**config.mk**
```make
export PLATFORM = sky130hd
export DESIGN_NAME = bcd_serial_add_ctrl
export DESIGN_NICKNAME = d
export VERILOG_FILES = /design/src/rtl/bcd_pkg.sv /design/src/rtl/bcd_digit_add.sv /design/src/rtl/bcd_serial_add_ctrl.sv
export SDC_FILE = /design/constraint.sdc
export NUM_CORES = 1
export LEC_CHECK = 0
export CAP_MARGIN = 5
export CORE_MARGIN = 2
export CORE_UTILIZATION = 35
export DETAILED_ROUTE_END_ITERATION = 16
export GPL_ROUTABILITY_DRIVEN = 0
export PLACE_DENSITY_LB_ADDON = 0.3
export SETUP_SLACK_MARGIN = 0.15
export SLEW_MARGIN = 40
export SYNTH_ARGS = -nofsm -noshare
export SYNTH_HDL_FRONTEND = slang
export SYNTH_SLANG_ARGS = --single-unit
```
**constraint.sdc**
```tcl
create_clock -name clk -period 5.4 [get_ports clk]
set_input_delay 1.08 -clock clk [delete_from_list [all_inputs] [get_ports clk]]
set_output_delay 1.08 -clock clk [all_outputs]
set_load 0.1 [all_outputs]
```
**src/rtl/bcd_pkg.sv**
```systemverilog
// Shared types and constants for the digit-serial BCD adder.
// Optional subtraction support is enabled with the BCD_SUB_EN macro.
package bcd_pkg;

    typedef logic [3:0] bcd_digit_t;

    typedef enum logic [1:0] {
        IDLE = 2'd0,
        RUN  = 2'd1,
        DONE = 2'd2
    } state_t;

    localparam bcd_digit_t BCD_MAX  = 4'd9;
    localparam bcd_digit_t BCD_CORR = 4'd6;

    // Invalid digits wrap here; they are flagged separately through err.
    function automatic bcd_digit_t nines_comp(input bcd_digit_t d);
        return BCD_MAX - d;
    endfunction

endpackage

```
**src/rtl/bcd_digit_add.sv**
```systemverilog
// Purely combinational single-digit BCD adder shared by the serial controller.
module bcd_digit_add
    import bcd_pkg::*;
(
    input  bcd_digit_t x,
    input  bcd_digit_t y,
    input  logic       c,
    output bcd_digit_t d_sum,
    output logic       d_cout
);

    logic [4:0] t;

    // Binary sum followed by decimal correction when it leaves the 0..9 range.
    always_comb begin
        t      = {1'b0, x} + {1'b0, y} + {4'd0, c};
        d_sum  = t[3:0];
        d_cout = 1'b0;
        if (t > {1'b0, BCD_MAX}) begin
            d_sum  = t[3:0] + BCD_CORR;
            d_cout = 1'b1;
        end
    end

endmodule

```
**src/rtl/bcd_serial_add_ctrl.sv**
```systemverilog
// Digit-serial BCD adder controller: one digit per clock, LSD first.
// Define BCD_SUB_EN to add the sub port for ten's-complement subtraction.
module bcd_serial_add_ctrl
    import bcd_pkg::*;
#(
    parameter int DIGITS = 3
) (
    input  logic                clk,
    input  logic                rst_n,
    input  logic                start,
    input  logic [4*DIGITS-1:0] a,
    input  logic [4*DIGITS-1:0] b,
    input  logic                cin,
`ifdef BCD_SUB_EN
    input  logic                sub,
`endif
    output logic                busy,
    output logic                done,
    output logic [4*DIGITS-1:0] s,
    output logic                cout,
    output logic                err
);

    localparam int W    = 4 * DIGITS;
    localparam int IDXW = (DIGITS > 1) ? $clog2(DIGITS) : 1;
    localparam logic [IDXW-1:0] LAST_IDX = IDXW'(DIGITS - 1);

    state_t          state_q, state_d;
    logic [IDXW-1:0] idx_q, idx_d;
    logic            carry_q, carry_d;
    logic [W-1:0]    a_q, a_d;
    logic [W-1:0]    b_q, b_d;
    logic [W-1:0]    s_q, s_d;
    logic            cout_q, cout_d;
    logic            err_q, err_d;
`ifdef BCD_SUB_EN
    logic            sub_q, sub_d;
`endif

    bcd_digit_t curA, curB, effB, dSum;
    logic       dCout, digitErr;

    // Select the operand digits addressed by the current index.
    always_comb begin
        curA = '0;
        curB = '0;
        for (int i = 0; i < DIGITS; i++) begin
            if (idx_q == IDXW'(i)) begin
                curA = a_q[4*i +: 4];
                curB = b_q[4*i +: 4];
            end
        end
`ifdef BCD_SUB_EN
        effB = sub_q ? nines_comp(curB) : curB;
`else
        effB = curB;
`endif
        digitErr = (curA > BCD_MAX) | (curB > BCD_MAX);
    end

    bcd_digit_add u_digit_add (
        .x      (curA),
        .y      (effB),
        .c      (carry_q),
        .d_sum  (dSum),
        .d_cout (dCout)
    );

    always_comb begin
        state_d = state_q;
        idx_d   = idx_q;
        carry_d = carry_q;
        a_d     = a_q;
        b_d     = b_q;
        s_d     = s_q;
        cout_d  = cout_q;
        err_d   = err_q;
`ifdef BCD_SUB_EN
        sub_d   = sub_q;
`endif
        unique case (state_q)
            IDLE: begin
                if (start) begin
                    a_d     = a;
                    b_d     = b;
                    s_d     = '0;
                    err_d   = 1'b0;
                    idx_d   = '0;
                    state_d = RUN;
`ifdef BCD_SUB_EN
                    sub_d   = sub;
                    carry_d = sub ? 1'b1 : cin;
`else
                    carry_d = cin;
`endif
                end
            end
            RUN: begin
                for (int i = 0; i < DIGITS; i++) begin
                    if (idx_q == IDXW'(i)) begin
                        s_d[4*i +: 4] = dSum;
                    end
                end
                carry_d = dCout;
                err_d   = err_q | digitErr;
                if (idx_q == LAST_IDX) begin
                    cout_d  = dCout;
                    state_d = DONE;
                end else begin
                    idx_d = idx_q + 1'b1;
                end
            end
            DONE: begin
                state_d = IDLE;
            end
            default: begin
                state_d = IDLE;
            end
        endcase
    end

    always_ff @(posedge clk or negedge rst_n) begin
        if (!rst_n) begin
            state_q <= IDLE;
            idx_q   <= '0;
            carry_q <= 1'b0;
            a_q     <= '0;
            b_q     <= '0;
            s_q     <= '0;
            cout_q  <= 1'b0;
            err_q   <= 1'b0;
`ifdef BCD_SUB_EN
            sub_q   <= 1'b0;
`endif
        end else begin
            state_q <= state_d;
            idx_q   <= idx_d;
            carry_q <= carry_d;
            a_q     <= a_d;
            b_q     <= b_d;
            s_q     <= s_d;
            cout_q  <= cout_d;
            err_q   <= err_d;
`ifdef BCD_SUB_EN
            sub_q   <= sub_d;
`endif
        end
    end

    assign busy = (state_q == RUN);
    assign done = (state_q == DONE);
    assign s    = s_q;
    assign cout = cout_q;
    assign err  = err_q;

endmodule

```
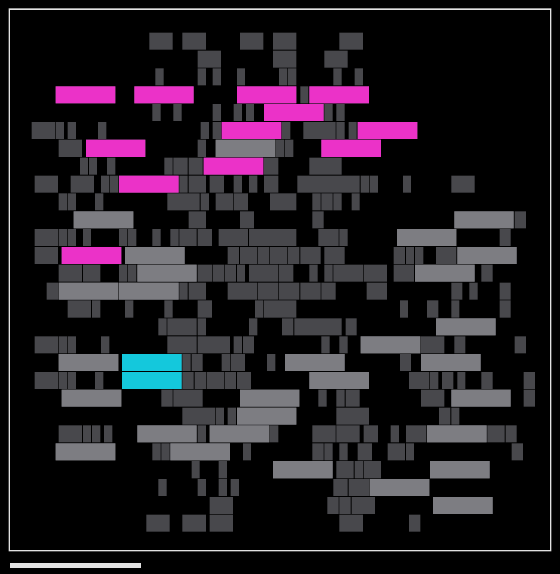
(images/registers.png)
Scale bar: 20 um. Other sequential cells in the stronger gray, the rest of the logic in the fainter gray.
name in the netlist	color	sequential cells
idx_q	cyan	2
b_q	magenta	12
not colored	29
fraction of area in registers: 40.5%
register area: 1080 um^2
Finished Core Util: 44.9%

==> run summary <==
impl run done, here's what came out: Post-synth area hogs=dfrtp_1, nand2_1, ha_1, Tmin final=3.89 ns, crit path max fanout=12, Arr. time, crit path=4.08 ns, H-tree depth=2, Yosys chip area=2140 um^2, hold_ws=0.483 ns, Clock Sinks=43, core area=5920 um^2, Tcrit/Tclk final=72.1%, floorplan net count=277, DR vias=1766, final setup TNS=0 ns, Setup violations, final=0, Mapped Cells=240, CP endpoint kind=register, Initial Util=36.2%, top cells by count=nand2_1, dfrtp_1, inv_1, nor2_1, o21ai_0, clk latency late pin=0.30 ns, gr busiest metal=met2, first-pass GRT wire length=7690 um, Worst Max-Slew Pin Slew=0.577 ns, Adder Area Share=5.95%, main flop type=dfrtp_1, Synth Area in Compound Gates=14.0%, met3 Track Usage GR=3.80%, die height=82.3 um, Simple-Gate Area Share=24.3%, DR iter-0 viols=87, 1st-pass router iterations=4, Comb gate area=1000 um^2, dominant cell by count in the synthesized netlist=nand2_1, GR Util met1=19.7%, hold_buf cts=0, vias in the first global route=1683, fmax=257 MHz, Root Driver=clkbuf_8, slowest stage delay, CP=0.46 ns, Cell Area, Placed=2560 um^2, die area=6770 um^2, PortBufs=43, Layout area overhead=24.0%, Critical Path Start=idx_q[0], Finished Cell Area=2660 um^2, GR Util met2=23.9%, clk buf depth=2, share of layout cells above drive strength 1=10.6%, max_cap viols=0, worst reg2reg startpoint=idx_q[0], Critical Path RT=5.59 ns, Crit. path cell count=16, Remaining DRCs=0, antenna fix cells=0, R2R Setup Slk=1.51 ns, Cell Area, Synth=2140 um^2, most frequent logic cell in the layout=nand2_1, WL per Instance=12.9 um, Synth logic family=simple AND/OR/NAND/NOR gates, fillcell total=587, Nets=319, Die X=82.3 um, Post-synth EDFFs=0, unrepaired setup endpoints after global routing=false, Worst path slowest cell=ha_1, FP Rows=28, Synth mux share=1.40%, CTS tree=done, xor+xnor area frac=0.817%, Worst R2R End=s[2], routed wire length=4640 um, CP delay by family, top=adder cells, OpenROAD warnings=28, WHS Path Cells=2, CTS Buf Count=5, hpwl dp=3360 um, Yosys cell types=33, Synth flops=43, Final Slew Violations=0, top cell type by total area after synthesis=dfrtp_1, syn_area_per_cell=8.94 um^2, most frequent cells in the layout=nand2_1, dfrtp_1, clkdlybuf4s50_1, vias per cell=4.93, Reg clk slew, reported paths=0.08 ns, WS Path Type=register to register, asr flop ratio synth=100%, Post-DRT Antenna Nets=0, Seq share, synth=50.2%, Hold Path Class=register to register, Yosys Warn Count=0, Cell Chain, Critical Path=inv_1, ha_1, nand2_1, nor2_1, a21oi_1, nor2_1, a21oi_1, fa_1, fa_1, xnor2_1, inv_1, ha_1, a2bb2oi_1, a311oi_4, mux2i_1, a32o_1, total track usage=15.1%, hold path start=a_q[2], clk_skew=0.00954 ns, post-CTS setup buffers=0, I/O Pins=44, grt total ovfl=0, Hold Path End=a_q[2], antenna violations before repair=0, Synth top area share=50.2%, Worst setup endpoint=s[2], post-cts resize count=0, status=complete, no violations, r2r worst-path depth=16, largest net degree at the start of global routing=44, final hold violations=0, Max-slew headroom=61.6%, Critical path buffers and inverters=2, CP startpoint kind=register, yosys cell count=240
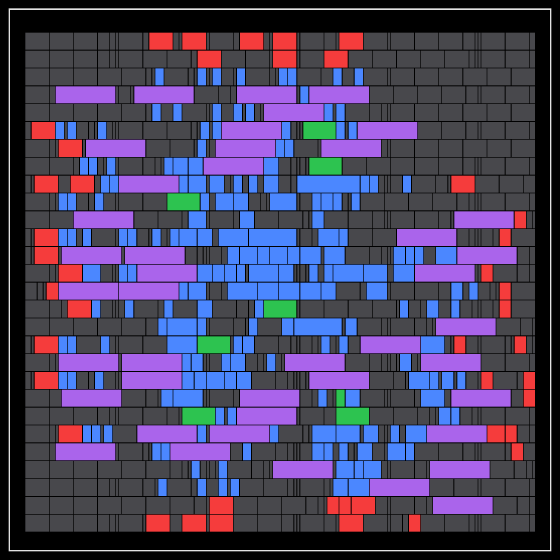
(images/cell_classes.png)
Fill, decap, tap and diode cells in gray.
class	color	cells
clock drivers and dummy loads	green	8
all other logic	blue	189
flops	purple	43
other buffers and delay cells	red	43

[layout make-up]
cell class,count,share of cell area [%]
Tap cell,75,3.53
Sequential cell,43,40.5
Multi-Input combinational cell,178,37.6
Clock buffer,8,3.76
Inverter,11,1.55
Timing Repair Buffer,43,13.1
[routing by layer]
layer / wire, um / vias up
met1: 2170 / 824
li1: - / 882
met4: 78 / 0
met2: 2150 / 50
met5: 0 / -
met3: 240 / 10
[per-stage QoR]
stage          cells  utilization [%]  setup slack (ns)
6_report         358             44.9              1.51
5_1_grt          358             44.9              1.11
4_1_cts          358             44.9              1.51
3_5_place_dp     350             43.2              1.52
3_3_place_gp     350             44.5              1.72
2_1_floorplan    240                -              1.86
